File: src/rtl/cos_arb_pkg.sv
// Shared types and constants for the cos(x) accelerator request arbiter.
package cos_arb_pkg;

  typedef enum logic [2:0] {
    IDLE,
    LAUNCH,
    WAIT_LOW,
    WAIT_DONE,
    ABORT,
    DELIVER
  } state_t;

  localparam int WAIT_LOW_MAX = 2;

  function automatic int id_w(input int n);
    return (n > 1) ? $clog2(n) : 1;
  endfunction

endpackage

File: src/rtl/cos_req_arbiter_rr_picker.sv
// Combinational round-robin search: first asserted request at or after rr_ptr, wrapping.
module rr_picker
  import cos_arb_pkg::*;
#(
  parameter  int NUM_REQ = 4,
  localparam int IDW     = id_w(NUM_REQ)
) (
  input  logic [NUM_REQ-1:0] req,
  input  logic [IDW-1:0]     rr_ptr,
  output logic [IDW-1:0]     winner,
  output logic               any_req
);

  always_comb begin
    logic           found;
    int             idx;
    logic [IDW-1:0] idx_c;
    winner = '0;
    found  = 1'b0;
    for (int k = 0; k < NUM_REQ; k++) begin
      idx = int'(rr_ptr) + k;
      if (idx >= NUM_REQ) idx = idx - NUM_REQ;
      idx_c = IDW'(idx);
      if (!found && req[idx_c]) begin
        found  = 1'b1;
        winner = idx_c;
      end
    end
    any_req = found;
  end

endmodule

File: src/rtl/cos_req_arbiter.sv
// Round-robin arbiter sharing one cos(x) accelerator between NUM_REQ clients,
// with launch / ready-handshake / timeout-abort sequencing and tagged result delivery.
module cos_req_arbiter
  import cos_arb_pkg::*;
#(
  parameter  int NUM_REQ = 4,
  parameter  int XW      = 16,
  parameter  int RW      = 16,
  parameter  int TIMEOUT = 255,
  localparam int IDW     = id_w(NUM_REQ)
) (
  input  logic                  clk,
  input  logic                  rst_n,
  input  logic [NUM_REQ-1:0]    req,
  input  logic [NUM_REQ*XW-1:0] x_in,
  output logic [NUM_REQ-1:0]    gnt,
  output logic                  res_valid,
  output logic [IDW-1:0]        res_id,
  output logic [RW-1:0]         res_data,
  output logic                  res_err,
  input  logic                  res_accept,
  output logic                  busy,
  output logic                  acc_start,
  output logic [XW-1:0]         acc_x,
  input  logic                  acc_ready,
  input  logic [RW-1:0]         acc_result,
  output logic                  acc_rst
);

  // state     | meaning
  // IDLE      | waiting for a request while the accelerator is ready
  // LAUNCH    | operand latched, start pulse issued on exit
  // WAIT_LOW  | waiting for the accelerator to drop ready
  // WAIT_DONE | accelerator running, timeout counter active
  // ABORT     | accelerator held in reset for one cycle
  // DELIVER   | result presented until accepted

  localparam logic [15:0]    TO_LAST = 16'(TIMEOUT - 1);
  localparam logic [IDW-1:0] LAST_ID = IDW'(NUM_REQ - 1);
  localparam logic [1:0]     WL_LAST = 2'(WAIT_LOW_MAX);

  state_t         state_q;
  state_t         state_d;
  logic [IDW-1:0] rr_ptr;
  logic [IDW-1:0] win_id;
  logic           any_req;
  logic [1:0]     wl_cnt;
  logic [15:0]    to_cnt;
  logic [XW-1:0]  x_sel;

  rr_picker #(.NUM_REQ(NUM_REQ)) u_picker (
    .req    (req),
    .rr_ptr (rr_ptr),
    .winner (win_id),
    .any_req(any_req)
  );

  always_comb begin
    x_sel = '0;
    for (int i = 0; i < NUM_REQ; i++) begin
      if (win_id == IDW'(i)) x_sel = x_in[i*XW +: XW];
    end
  end

  always_ff @(posedge clk or negedge rst_n) begin
    if (!rst_n) state_q <= IDLE;
    else        state_q <= state_d;
  end

  // Completion is tested before the timeout so a simultaneous finish is delivered normally.
  always_comb begin
    state_d = state_q;
    case (state_q)
      IDLE:      if (any_req && acc_ready) state_d = LAUNCH;
      LAUNCH:    state_d = WAIT_LOW;
      WAIT_LOW: begin
        if (!acc_ready)             state_d = WAIT_DONE;
        else if (wl_cnt == WL_LAST) state_d = ABORT;
      end
      WAIT_DONE: begin
        if (acc_ready)              state_d = DELIVER;
        else if (to_cnt == TO_LAST) state_d = ABORT;
      end
      ABORT:     state_d = DELIVER;
      DELIVER:   if (res_accept) state_d = IDLE;
      default:   state_d = IDLE;
    endcase
  end

  // Outputs are registered; acc_start follows LAUNCH by one cycle so it trails gnt.
  always_ff @(posedge clk or negedge rst_n) begin
    if (!rst_n) begin
      gnt       <= '0;
      res_valid <= 1'b0;
      res_id    <= '0;
      res_data  <= '0;
      res_err   <= 1'b0;
      busy      <= 1'b0;
      acc_start <= 1'b0;
      acc_x     <= '0;
      acc_rst   <= 1'b0;
      rr_ptr    <= '0;
      wl_cnt    <= '0;
      to_cnt    <= '0;
    end else begin
      gnt       <= '0;
      acc_start <= (state_q == LAUNCH);
      acc_rst   <= (state_d == ABORT);
      busy      <= (state_d != IDLE);
      res_valid <= (state_d == DELIVER);
      case (state_q)
        IDLE: begin
          if (state_d == LAUNCH) begin
            gnt[win_id] <= 1'b1;
            res_id      <= win_id;
            acc_x       <= x_sel;
          end
        end
        LAUNCH:   wl_cnt <= '0;
        WAIT_LOW: wl_cnt <= wl_cnt + 2'd1;
        WAIT_DONE: begin
          to_cnt <= to_cnt + 16'd1;
          if (acc_ready) begin
            res_data <= acc_result;
            res_err  <= 1'b0;
          end
        end
        ABORT: begin
          res_data <= '0;
          res_err  <= 1'b1;
        end
        DELIVER: begin
          if (res_accept) begin
            rr_ptr <= (res_id == LAST_ID) ? '0 : res_id + 1'b1;
            to_cnt <= '0;
          end
        end
        default: ;
      endcase
    end
  end

endmodule
File: config.mk
export PLATFORM = sky130hd
export DESIGN_NAME = cos_req_arbiter
export DESIGN_NICKNAME = d
export VERILOG_FILES = /design/src/rtl/cos_arb_pkg.sv /design/src/rtl/cos_req_arbiter_rr_picker.sv /design/src/rtl/cos_req_arbiter.sv
export SDC_FILE = /design/constraint.sdc
export NUM_CORES = 1
export LEC_CHECK = 0
export CAP_MARGIN = 10
export CORE_MARGIN = 5
export CORE_UTILIZATION = 47
export CTS_CLUSTER_DIAMETER = 50
export DETAILED_ROUTE_END_ITERATION = 6
export MAX_ROUTING_LAYER = met4
export PLACE_DENSITY_LB_ADDON = 0.1
export REMOVE_ABC_BUFFERS = 1
export SLEW_MARGIN = 5
export SYNTH_ARGS = -nofsm -noshare
export SYNTH_HDL_FRONTEND = slang
export SYNTH_SLANG_ARGS = --single-unit
File: constraint.sdc
create_clock -name clk -period 2.8 [get_ports clk]
set_input_delay 0.56 -clock clk [delete_from_list [all_inputs] [get_ports clk]]
set_output_delay 0.56 -clock clk [all_outputs]
set_load 0.1 [all_outputs]
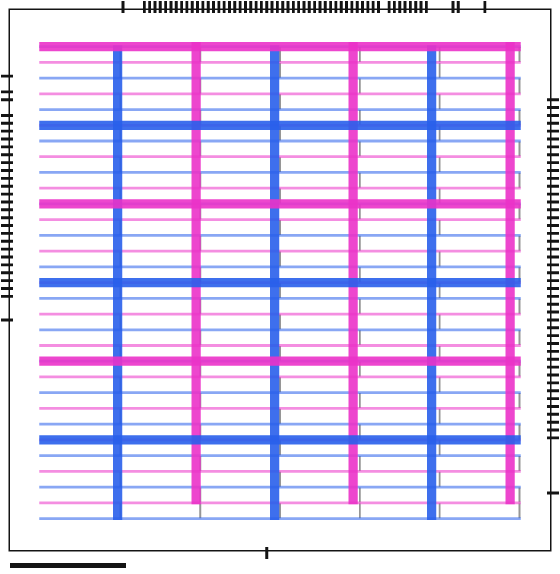
*Power grid*
Scale bar: 20 um. Pins as bars on the die edge. Tap cells in grey.
[VDD] magenta
[VSS] blue
signal pins: 131
rows: 30

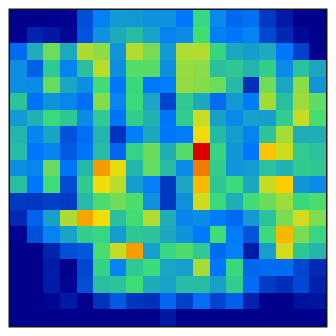
*Routed metal per tile*
The die is cut into 19 by 19 equal tiles; dark blue is low, red is high, scaled to the fullest tile. Values are wire area over tile area, all layers added.
tiles over half the peak: 20%
emptiest ninth of the die: bottom left
nearly empty tiles: 12%
mean over tiles: 0.17
fullest tile: 0.51

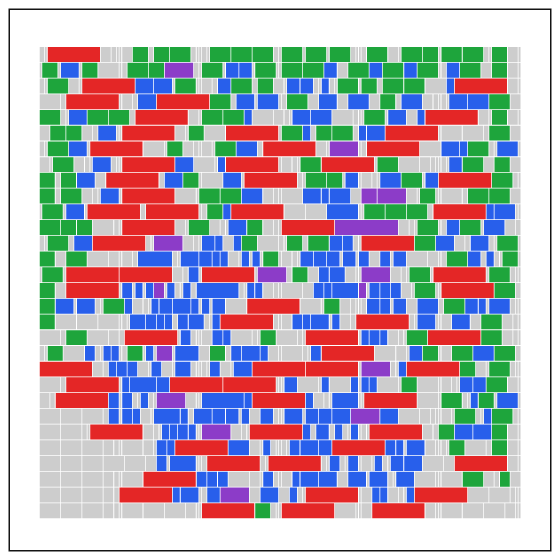
*Cell classes on the final placement*
Fill, decap, tap and diode cells in grey.
[all other logic] blue | cells: 235 | share of their area: 33%
[clock drivers and dummy loads] purple | cells: 16 | share of their area: 4.4%
[other buffers and delay cells] green | cells: 138 | share of their area: 27%
[flip-flops] red | cells: 66 | share of their area: 36%

==> impl_metrics.csv <==
group,metric,value,unit
grt,use_met3,4.83,%
cells_and_area,layout.nets,542,
run,drv.max_cap_violation_count,0,
synthesis,yosys_cells,316,
die,boundaryPins,131,
cells_and_area,p_r_area_growth_vs_syn,45.2,%
cells_and_area,nMultiInputCombCells,227,
synthesis,post_synth_main_area_contributors,"dfrtp_1 (51%), nor2_1 (5.3%), mux2i_1 (4.9%)",
cells_and_area,inverters_excl_clock,8,
outcome,status,"completed",
cells_and_area,largest_class,"flip-flops and latches",
synthesis,synthFlopType,"dfrtp_1",
setup_path,arrival,2460,ps
grt,globalRoute.busiestLayer,"met2",
setup_path,timing.critical_path.from,"req[3]",
drt,detailedRoute.firstPassIterationCount,5,
die,die_width,93.4,um
final_timing,clock.fmax,0.439,GHz
setup_path,startpoint_type_of_the_worst_setup_path,"input pin",
final_timing,worst-slew-pin-transition,765,ps
cells_and_area,num_antenna_cells,0,
die,tap_cells,96,
cts,clock_tree.buffer_depth,2,
drt,route.detailed.drc,0,
drt,first_iter_violations,112,
cts,worst_setup_hold_path_clk_slew,80,ps
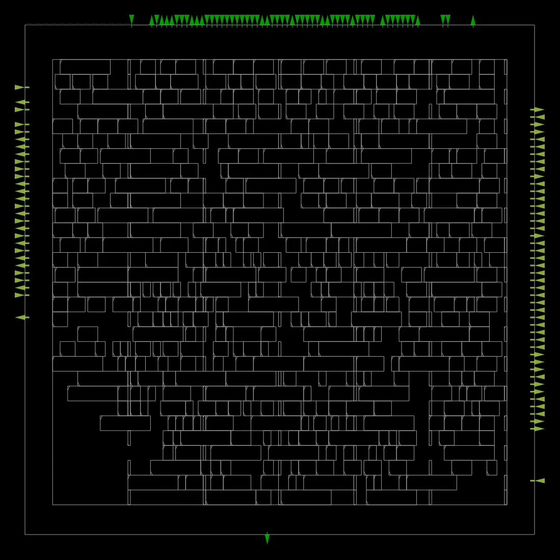
*Cell outlines without signal wires*
cell row count: 30
flip-flop and latch count: 66
fraction of standard cell area that is sequential: 34.8%
Core Region: 6790 um^2

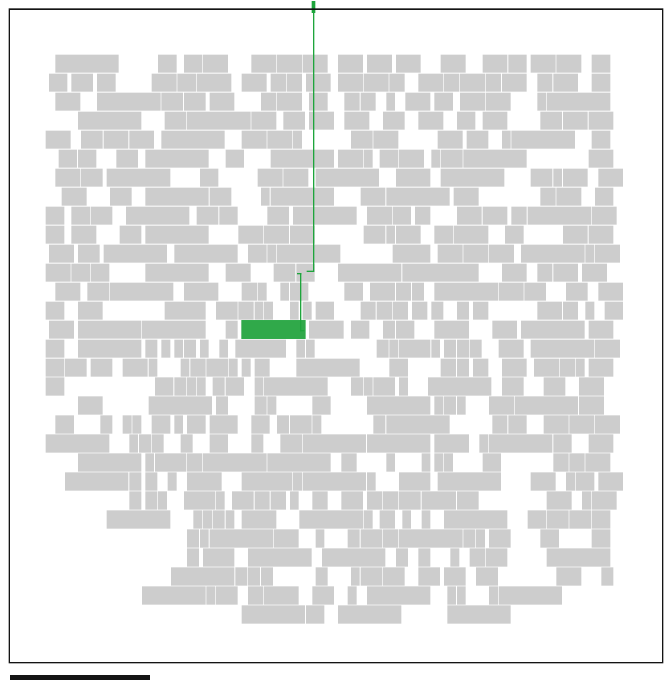
*Nets reached from selected ports*
Scale bar: 20 um.
[`busy`] green | bits: 1 | direction: output | edge: top | end cells: 1 | buffers: 1 | wire: 47.2 um

metrics by stage:
| step | hold slack, ps | worst slack [ps] |
|---|---|---|
| 5_1_grt | 238 | 300 |
| 6_report | 197 | 520 |
| 4_1_cts | 207 | 519 |
| 3_3_place_gp | 486 | 260 |
| 2_1_floorplan | 264 | 862 |
| 3_5_place_dp | 489 | 163 |
critical path: cells and delay by family:
family	cells	cell delay [ps]
simple gates	4	1020
buf+inv	1	660
compound gates	1	210
power by group:
group	switching, uW	leakage, uW	total [uW]	internal (uW)
sequential	278	0.000828	1570	1300
combinational	2660	0.00124	3570	908
clock	375	0.0000986	833	459
cell families after synthesis:
family | share of synthesized area [%]
compound gates | 19.0
xor+xnor | 3.75
fa+ha+maj | 1.53
buf+inv | 3.91
flops | 50.6
mux | 4.90
simple gates | 16.4
Power is estimated from default activity; no workload was simulated.
